--- config.mk ---
export PLATFORM = sky130hd
export DESIGN_NAME = bira_fault_buffer
export DESIGN_NICKNAME = d
export VERILOG_FILES = /design/src/rtl/bira_fault_buffer.sv
export SDC_FILE = /design/constraint.sdc
export NUM_CORES = 1
export LEC_CHECK = 0
export CORE_MARGIN = 2
export CORE_UTILIZATION = 67
export CTS_BUF_LIST = sky130_fd_sc_hd__clkbuf_4 sky130_fd_sc_hd__clkbuf_8
export DETAILED_ROUTE_END_ITERATION = 7
export GPL_TIMING_DRIVEN = 0
export PLACE_DENSITY = 0.92
export SLEW_MARGIN = 20
export SYNTH_ARGS = -nofsm -noshare
export SYNTH_HDL_FRONTEND = slang
export SYNTH_SLANG_ARGS = --single-unit
export TNS_END_PERCENT = 100
--- constraint.sdc ---
create_clock -name clk -period 14 [get_ports clk]
set_input_delay 1.4 -clock clk [delete_from_list [all_inputs] [get_ports clk]]
set_output_delay 1.4 -clock clk [all_outputs]
set_load 0.01 [all_outputs]
--- src/rtl/bira_fault_buffer.sv ---
// Elastic fault queue between the BIST engine and BIRA.
// Captures fault reports, merges back-to-back repeats of the same cell group into the tail entry,
// presents the head over valid/ready, throttles BIST when nearly full and forwards end-of-test
// only once every buffered fault has been consumed.
module bira_fault_buffer #(
  parameter int unsigned DEPTH = 8,
  parameter int unsigned AW    = 3
) (
  input  logic          clk,
  input  logic          rst,
  input  logic          fault_detect,
  input  logic [9:0]    row_add_in,
  input  logic [9:0]    col_add_in,
  input  logic [7:0]    col_flag,
  input  logic [1:0]    bank_in,
  input  logic          test_end,
  input  logic          early_term,
  input  logic          bira_ready,
  output logic          fault_valid,
  output logic [9:0]    row_addr,
  output logic [9:0]    col_addr,
  output logic [7:0]    col_flag_out,
  output logic [1:0]    bank_addr,
  output logic          bist_hold,
  output logic          test_end_out,
  output logic          aborted,
  output logic          overflow,
  output logic [AW:0]   count
);

  localparam logic [AW:0] FullCount = (AW+1)'(DEPTH);
  localparam logic [AW:0] HoldCount = (AW+1)'(DEPTH - 2);
  localparam logic [AW:0] OneCount  = (AW+1)'(1);

  typedef enum logic [1:0] {StCollect, StDrain, StDone, StAbort} state_e;

  state_e        r_state;
  logic [9:0]    r_row_mem  [DEPTH];
  logic [9:0]    r_col_mem  [DEPTH];
  logic [7:0]    r_flag_mem [DEPTH];
  logic [1:0]    r_bank_mem [DEPTH];
  logic [AW-1:0] r_wr_ptr;
  logic [AW-1:0] r_rd_ptr;
  logic [AW:0]   r_count;
  logic          r_overflow;

  logic          w_valid;
  logic          w_pop;
  logic          w_accept;
  logic [AW-1:0] w_tail_ptr;
  logic          w_tail_match;
  logic          w_merge;
  logic          w_full;
  logic          w_push;
  logic          w_drop;

  // Handshake, merge and push/drop decisions for the current cycle.
  always_comb begin
    w_valid    = (r_count != '0) && (r_state != StAbort);
    w_pop      = w_valid && bira_ready;
    // Abort wins over everything, so a report in the abort cycle is never stored.
    w_accept   = fault_detect && (r_state == StCollect) && !early_term;
    w_tail_ptr = r_wr_ptr - 1'b1;
    w_tail_match = (r_row_mem[w_tail_ptr] == row_add_in) &&
                   (r_col_mem[w_tail_ptr] == col_add_in) &&
                   (r_bank_mem[w_tail_ptr] == bank_in);
    // A sole entry leaving this cycle cannot absorb the report; it becomes a fresh push.
    w_merge    = w_accept && w_tail_match && (r_count != '0) &&
                 !((r_count == OneCount) && w_pop);
    w_full     = (r_count == FullCount) && !w_pop;
    w_push     = w_accept && !w_merge && !w_full;
    w_drop     = w_accept && !w_merge && w_full;
  end

  // Entry storage: write new reports at the tail, OR merged flags into the tail entry.
  always_ff @(posedge clk) begin
    if (!rst) begin
      if (w_push) begin
        r_row_mem[r_wr_ptr]  <= row_add_in;
        r_col_mem[r_wr_ptr]  <= col_add_in;
        r_flag_mem[r_wr_ptr] <= col_flag;
        r_bank_mem[r_wr_ptr] <= bank_in;
      end else if (w_merge) begin
        r_flag_mem[w_tail_ptr] <= r_flag_mem[w_tail_ptr] | col_flag;
      end
    end
  end

  // Control FSM with pointers, occupancy and sticky overflow.
  always_ff @(posedge clk) begin
    if (rst) begin
      r_state    <= StCollect;
      r_wr_ptr   <= '0;
      r_rd_ptr   <= '0;
      r_count    <= '0;
      r_overflow <= 1'b0;
    end else if (early_term) begin
      r_state  <= StAbort;
      r_wr_ptr <= '0;
      r_rd_ptr <= '0;
      r_count  <= '0;
    end else begin
      if (w_push) r_wr_ptr <= r_wr_ptr + 1'b1;
      if (w_pop)  r_rd_ptr <= r_rd_ptr + 1'b1;
      r_count <= r_count + {{AW{1'b0}}, w_push} - {{AW{1'b0}}, w_pop};
      if (w_drop) r_overflow <= 1'b1;
      unique case (r_state)
        StCollect: if (test_end) r_state <= StDrain;
        StDrain:   if (r_count == '0) r_state <= StDone;
        StDone:    r_state <= StDone;
        StAbort:   r_state <= StAbort;
        default:   r_state <= StCollect;
      endcase
    end
  end

  // Show-ahead head entry and status outputs; data reads as zero while the queue is empty.
  always_comb begin
    fault_valid  = w_valid;
    row_addr     = w_valid ? r_row_mem[r_rd_ptr]  : '0;
    col_addr     = w_valid ? r_col_mem[r_rd_ptr]  : '0;
    col_flag_out = w_valid ? r_flag_mem[r_rd_ptr] : '0;
    bank_addr    = w_valid ? r_bank_mem[r_rd_ptr] : '0;
    unique case (r_state)
      StCollect: bist_hold = (r_count >= HoldCount);
      StAbort:   bist_hold = 1'b1;
      default:   bist_hold = 1'b0;
    endcase
    test_end_out = (r_state == StDone);
    aborted      = (r_state == StAbort);
    overflow     = r_overflow;
    count        = r_count;
  end

endmodule
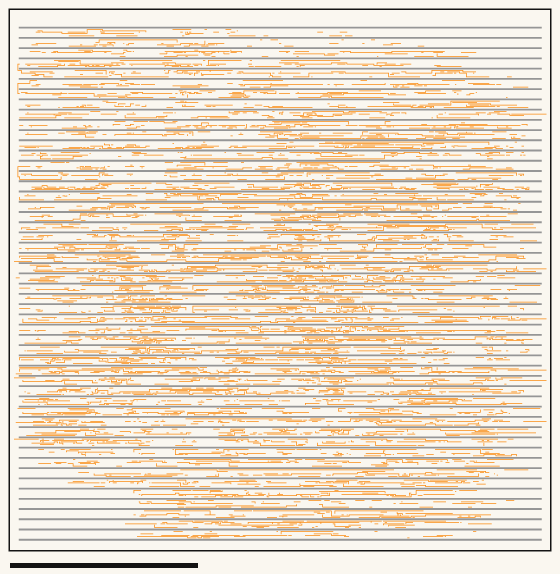
Fig. 1. Met1 routing.
Scale bar: 50 µm. Supply wires on this layer in grey.
longest straight run	62.6 µm
wire length on this layer	11800 µm
share of all routed wire	33%
main direction	horizontal
nets with wire on the layer	937

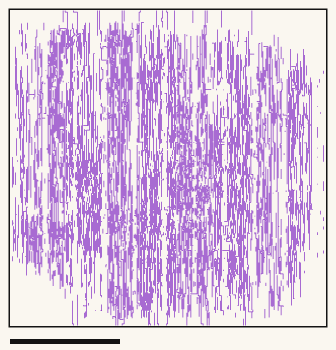
Fig. 2. The metal 2 layer.
Scale bar: 50 µm.
share of all routed wire	49%
wire length on this layer	17500 µm

==> flow_summary.html <==
<h3>Run summary</h3>
<table>
<tr><th>Metric</th><th>Value</th></tr>
<tr><th colspan="2">Worst hold path</th></tr>
<tr><td>Worst Hold Endpoint</td><td>r_rd_ptr[1]</td></tr>
<tr><td>HP Class</td><td>reg2reg</td></tr>
<tr><td>Min-Delay Path Depth</td><td>2</td></tr>
<tr><th colspan="2">Power</th></tr>
<tr><td>Clock Power Share</td><td>0.363</td></tr>
<tr><td>Power per standard cell area</td><td>about 110 mW/mm²</td></tr>
<tr><td>Power of the clock network</td><td>599 µW</td></tr>
<tr><td>Switching part of the total</td><td>0.244</td></tr>
<tr><th colspan="2">Timing</th></tr>
<tr><td>Number of max-slew violations in the final report</td><td>0</td></tr>
<tr><td>Peak clock frequency supported by timing</td><td>146 MHz</td></tr>
<tr><td>Final Cycle Share</td><td>0.489</td></tr>
<tr><td>Hold_ws</td><td>~0.50 ns</td></tr>
<tr><td>Slew at the pin closest to its max-slew limit</td><td>1.12 ns</td></tr>
<tr><td>Layout Skew</td><td>0.0322 ns</td></tr>
<tr><th colspan="2">Cells and area</th></tr>
<tr><td>Buffering overhead</td><td>0.0833</td></tr>
<tr><td>Number of flip-flops and latches</td><td>256</td></tr>
<tr><td>Plain + repair buffers</td><td>around 150</td></tr>
<tr><td>Final standard cell utilization of the core</td><td>0.802</td></tr>
<tr><td>Filler instances</td><td>around 980</td></tr>
<tr><td>Clock distribution area overhead in the final layout</td><td>0.0496</td></tr>
<tr><td>FF+latch area</td><td>0.00753 mm²</td></tr>
<tr><td>Commonest non-fill, non-tap cell in the layout</td><td>sky130_fd_sc_hd__edfxtp_1</td></tr>
<tr><td>Biggest cell category by area in the final layout</td><td>registers</td></tr>
<tr><td>Gate Area</td><td>0.00519 mm²</td></tr>
<tr><td>Top cells excl fill/tap</td><td>sky130_fd_sc_hd__edfxtp_1 (240), sky130_fd_sc_hd__mux4_2 (116), sky130_fd_sc_hd__clkdlybuf4s50_1 (74), sky130_fd_sc_hd__mux2i_1 (65), sky130_fd_sc_hd__nor2_1 (55)</td></tr>
<tr><td>Largest registers</td><td>r_col_mem (80), r_row_mem (80), r_flag_mem (64)</td></tr>
<tr><th colspan="2">Die</th></tr>
<tr><td>Die X</td><td>143 µm</td></tr>
<tr><td>Ports placed on the boundary</td><td>75</td></tr>
<tr><td>Floorplan core density</td><td>0.689</td></tr>
<tr><td>Overall chip area</td><td>0.0206 mm²</td></tr>
<tr><th colspan="2">Global routing</th></tr>
<tr><td>Via count of the first global-routing pass</td><td>8984</td></tr>
<tr><td>GR met2 Demand/Resource</td><td>0.575</td></tr>
<tr><td>Overall routing resource usage</td><td>0.356</td></tr>
<tr><td>Highest-utilization routing layer at the global route stage</td><td>met2</td></tr>
<tr><td>Number of antenna violations at the first check in global routing</td><td>0</td></tr>
<tr><td>Met3 GRT Util</td><td>0.0870</td></tr>
<tr><th colspan="2">CTS</th></tr>
<tr><td>Clk ins delay skew pair</td><td>0.55 ns</td></tr>
<tr><td>Inserted Clock Buffers</td><td>40</td></tr>
<tr><td>TritonCTS clock tree</td><td>yes</td></tr>
<tr><td>TritonCTS Sinks</td><td>256</td></tr>
<tr><th colspan="2">Route</th></tr>
<tr><td>Detailed-route vias per instance</td><td>just over 7</td></tr>
<tr><td>Total number of vias</td><td>8821</td></tr>
<tr><td>Routed wire length</td><td>35500 µm</td></tr>
<tr><td>First-pass DRT Iterations</td><td>5</td></tr>
<tr><td>Count of routing violations after the opening detailed-route iteration</td><td>1241</td></tr>
<tr><th colspan="2">Setup path</th></tr>
<tr><td>Destination of the critical timing path</td><td>r_flag_mem[2][3]</td></tr>
<tr><td>Critical path data required time</td><td>14.23 ns</td></tr>
<tr><td>CP Capture Type</td><td>flop</td></tr>
<tr><td>R2R cell count</td><td>13</td></tr>
<tr><td>Crit start category</td><td>flop</td></tr>
<tr><td>Crit path kind</td><td>reg2reg</td></tr>
<tr><th colspan="2">Placed design</th></tr>
<tr><td>Cells after DPL</td><td>~1100</td></tr>
<tr><td>Instance area after placement</td><td>0.0144 mm²</td></tr>
<tr><td>HPWL reported at the end of detailed placement</td><td>between 20000 and 25000 µm</td></tr>
<tr><th colspan="2">Synth</th></tr>
<tr><td>Number of warning messages in the yosys log</td><td>0</td></tr>
<tr><td>Number of nets produced by synthesis</td><td>854</td></tr>
<tr><td>Post-synthesis cell count from yosys</td><td>802</td></tr>
<tr><td>Synth Flop Type</td><td>sky130_fd_sc_hd__edfxtp_1</td></tr>
<tr><td>Count of mapped cells out of synthesis</td><td>between 800 and 900</td></tr>
<tr><td>Area leader share</td><td>0.554</td></tr>
<tr><td>YS chip area</td><td>0.0130 mm²</td></tr>
<tr><td>Cell types with the largest area share after synthesis</td><td>sky130_fd_sc_hd__edfxtp_1 (55%), sky130_fd_sc_hd__mux4_2 (20%), sky130_fd_sc_hd__mux2i_1 (5.0%)</td></tr>
<tr><th colspan="2">Run</th></tr>
<tr><td>Max-capacitance violation count</td><td>0</td></tr>
<tr><th colspan="2">Outcome</th></tr>
<tr><td>Result of the run</td><td>complete, no violations</td></tr>
</table>
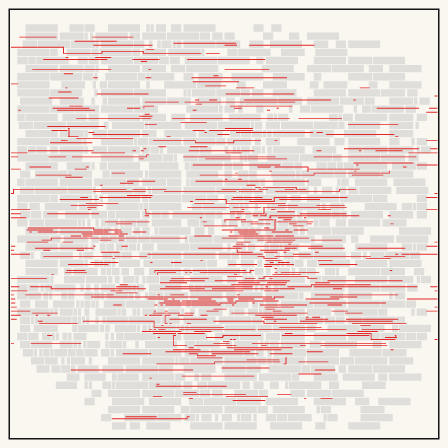
Fig. 3. Signal wires on met3.
main direction	horizontal
wire length on this layer	4530 µm
nets with wire on the layer	274
share of all routed wire	13%
longest straight run	60.3 µm

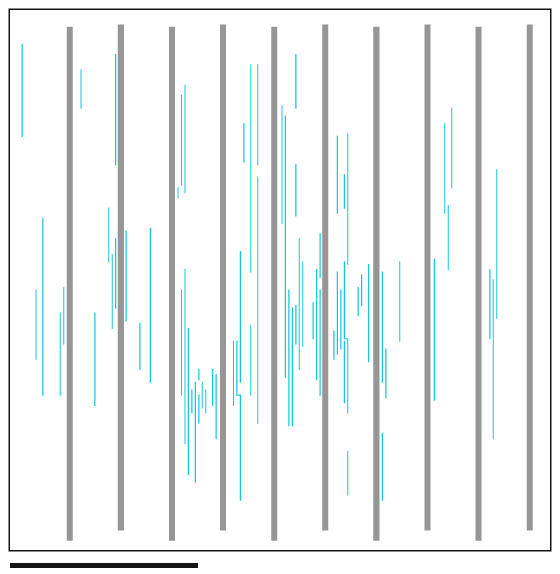
Fig. 4. M4 wires.
Scale bar: 50 µm. Supply wires on this layer in grey.
share of all routed wire	4.7%
main direction	vertical
nets with wire on the layer	61

-- cell families (layout without fill, tap and decap cells) --
group | count (synthesis) | in the layout | synth area share
buf+inv | 78 | 240 | 0.0271
compound gates | 75 | 75 | 0.0400
simple gates | 155 | 155 | 0.0574
fa+ha+maj | 16 | 16 | 0.0160
xor+xnor | 32 | 32 | 0.0230
mux | 190 | 190 | 0.258
flops | 256 | 256 | 0.578
-- cells in the mapped netlist (3+ instances only) --
cell type                  number
sky130_fd_sc_hd__edfxtp_1     240
sky130_fd_sc_hd__mux4_2       116
sky130_fd_sc_hd__mux2i_1       65
sky130_fd_sc_hd__nor2_1        61
sky130_fd_sc_hd__nand2_1       40
sky130_fd_sc_hd__clkbuf_1      24
sky130_fd_sc_hd__inv_1         23
sky130_fd_sc_hd__xnor2_1       18
sky130_fd_sc_hd__dfxtp_1       16
sky130_fd_sc_hd__ha_1          15
sky130_fd_sc_hd__buf_1         13
sky130_fd_sc_hd__xor2_1        13
sky130_fd_sc_hd__nor3_1        12
sky130_fd_sc_hd__o21ai_0       12
sky130_fd_sc_hd__a21oi_1       10
sky130_fd_sc_hd__a21o_1         9
sky130_fd_sc_hd__buf_2          9
sky130_fd_sc_hd__mux2_2         9
sky130_fd_sc_hd__a22oi_1        8
sky130_fd_sc_hd__nand3_1        8
sky130_fd_sc_hd__nand2b_1       7
sky130_fd_sc_hd__o22ai_1        7
sky130_fd_sc_hd__buf_6          5
sky130_fd_sc_hd__o221ai_1       5
sky130_fd_sc_hd__or4_1          5
sky130_fd_sc_hd__nor3b_1        4
sky130_fd_sc_hd__a311oi_1       3
sky130_fd_sc_hd__a31oi_1        3
sky130_fd_sc_hd__buf_4          3
sky130_fd_sc_hd__nand3b_1       3
sky130_fd_sc_hd__o211ai_1       3
Power is estimated from default activity; no workload was simulated.
